**Sequential cells grouped by signal name**

Scale bar: 20 µm.
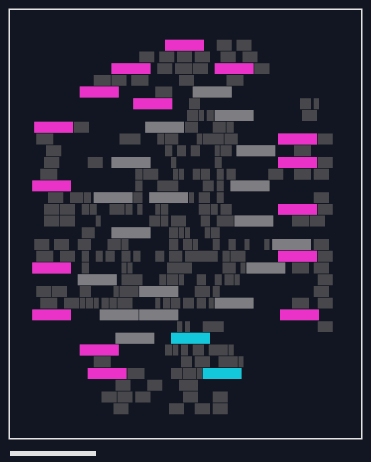
**Cell sizes after repair**

Scale bar: 20 µm.
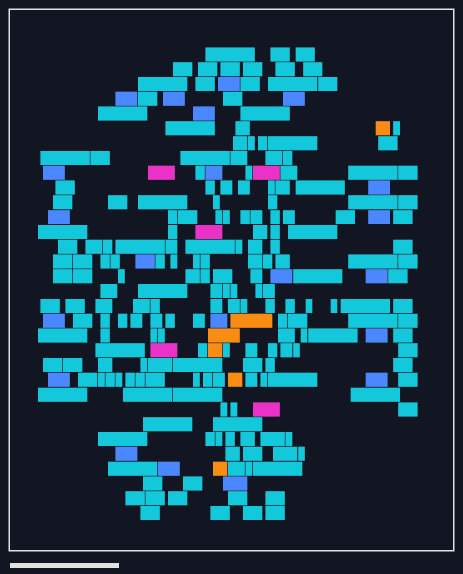
**Nets reached from selected ports**

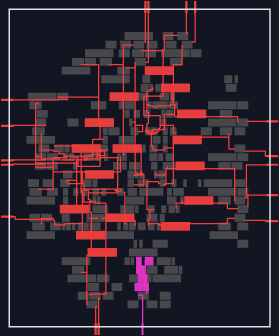
**Metal layers overlaid**

Scale bar: 20 µm.
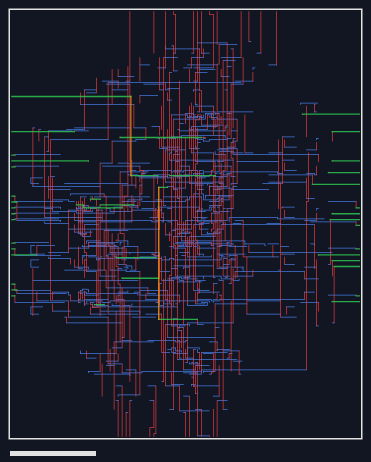
**Clock wiring as the flow saved it**

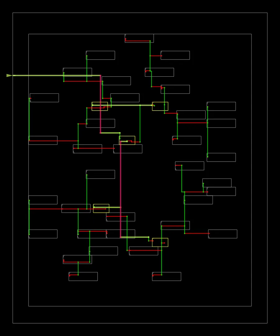
Design pc_fetch_unit_flat, sky130hd; sources not shown.
==> impl_metrics.py <==
# Flow results
metrics = {
    "run_status": {
        "outcome": "finished clean",
    },
    "detailed_routing": {
        "drc": 0,
        "route.top_layer_used": "met4",
        "dr.pass1.iters": 4,
        "via_per_inst": 5.13,
        "wl_met2_um": 2490,
        "ant_nets": 0,
    },
    "finish": {
        "final_cell_mix": "clkdlybuf4s50_1, dfrtp_1, mux2_2",
        "largest_cell_class": "flip-flops and latches",
        "mostFrequentLayoutCell": "clkdlybuf4s50_1",
        "comb_cells": 127,
        "clkbuf_count": 5,
        "final_nets": 262,
        "final_cells": 321,
        "diodes": 0,
        "clk_share_pct": 2.67,
        "comb_share_pct": 34.5,
    },
    "setup_path": {
        "rrSetupSlack_ns": 0.50,
        "crit_slowest_cell": "or3b_1",
        "critPathMaxStageDelay_ns": 0.54,
        "crit_chain": "ha_1 > or3b_1 > a21oi_4 > o21ai_0 > o2bb2ai_1",
        "path_class": "flop to flop",
        "cp_max_fo": 15,
        "cp-end-kind": "flop",
        "reg2reg_depth": 5,
        "crit_buf_inv": 0,
        "path_delay_family": "AND-OR/OR-AND gates",
        "cp.arrival_ns": 2.17,
        "start_kind": "flop",
    },
    "hold_path": {
        "min_delay_path_depth": 1,
        "hold_class": "flop to flop",
    },
    "global_routing": {
        "grt_max_degree": 37,
        "grt-ovfl-total": 0,
        "grt_pass1_vias": 1664,
        "grt_pass1_wl_um": 8200,
        "busiest_layer": "met2",
        "antenna_found_initial": 0,
        "use_met2_pct": 21.6,
        "grt_use_met1_pct": 16.4,
        "grtUsageMet3_pct": 3.17,
    },
    "timing": {
        "slew-limit-headroom_pct": 66.8,
        "finalCriticalPeriod_ns": 2.00,
        "finalSetupTns_ns": 0,
        "rsz0062_at_grt": "false",
        "finClkSkew_ns": 0.00145,
        "finalSetupViolations": 0,
    },
    "cts": {
        "cts_max_level": 2,
        "cts_tree": "done",
        "post_cts_buffers": 0,
        "cts_buffer_depth": 2,
        "cts_root_buf": "clkbuf_8",
        "ctsResizeCount": 0,
        "worstSkewPairLatency_ns": 0.28,
    },
    "yosys": {
        "topCellsByArea": "dfrtp_1, mux2_2, o21ai_0, a21oi_1, nor2_1",
        "yosysUniqueCellTypes": 47,
        "syn_inst": 183,
        "ys_cells": 183,
        "ys_area_mm2": 0.00191,
        "edf_count": 0,
        "synth_seq_share_pct": 47.1,
        "ys_top_cells_by_count": "dfrtp_1, mux2_2, nor2_1, o21ai_0, a21oi_1",
        "yosysTopAreaCellShare_pct": 47.1,
        "yosysWarnings": 0,
        "logic_family": "simple AND/OR/NAND/NOR gates",
        "ys_ff": 36,
        "ys_sh_adder_pct": 1.96,
        "flop_cell": "dfrtp_1",
        "syn_area_mm2": 0.00191,
        "synth-async-reset-ratio_pct": 100,
        "ys_sh_xor_pct": 0,
        "top_area_cell": "dfrtp_1",
        "ys_sh_aoi_pct": 14.8,
    },
    "floorplan": {
        "rows": 32,
        "tap_cells": 85,
        "core_mm2": 0.00621,
        "fp_util_pct": 30.8,
    },
    "power": {
        "powerComb_mw": 0.640,
        "power_mw": 1.86,
        "switching_share_pct": 30.7,
        "p_sw_mw": 0.570,
        "pwr-share-clk_pct": 19.8,
        "peakVddDrop_uv": 334,
        "p_seq_share_pct": 45.7,
        "power-per-cell-area_mw_per_mm2": 719,
        "leakagePower_nw": 1.03,
    },
    "placed_design": {
        "dpl_cell_area_mm2": 0.00251,
        "gp_congestion": 0.847,
        "dpl.cell_count": 316,
    },
    "job": {
        "cap_violations": 0,
        "warnings": 27,
    },
}
Back to the opening pictures, 'sequential cells grouped by signal name':
[`u_core.bus.current_address`] magenta | sequential cells: 16 | where: all over the die
[`u_core.state_q`] cyan | sequential cells: 2
register area: 901 µm²
sequential power: 0.848 mW
Seq/total area: 34.9%
Final Util: 41.6%

Back to the opening pictures, 'cell sizes after repair':
[drive 3 to 4] orange | cells: 6 | most used: buf_4
[drive 1 or less] cyan | cells: 204 | most used: clkdlybuf4s50_1
[drive 6 and up] magenta | cells: 5 | most used: clkbuf_8
[drive 2] blue | cells: 21 | most used: mux2_2
Non-clk bufs: 59
fin worst setup slack: 0.500 ns
Area Overhead vs Synth: 34.9%
final instance area: 0.00258 mm²

Back to the opening pictures, 'nets reached from selected ports':
[`bus_pc`] red | bits: 16 | direction: output | end cells: 16 | wire: 1110 µm
[`bus_stall`] magenta | bits: 1 | direction: input | end cells: 5 | wire: 27.1 µm
# IOs: 56
IO Port Bufs: 55

Back to the opening pictures, 'metal layers overlaid':
[met3] green | wire length: 251 µm
[met1] blue | wire length: 2190 µm
[met4] orange | wire length: 49.0 µm
[met2] red | wire length: 2490 µm
final wirelength: 4980 µm
per-cell routed wire length: 15.5 µm
vias: 1647
GRT Total Usage: 13.0%

Back to the opening pictures, 'clock wiring as the flow saved it':
clk pwr: 0.368 mW
CTS Sinks: 36

Power and IR drop assume default switching activity.
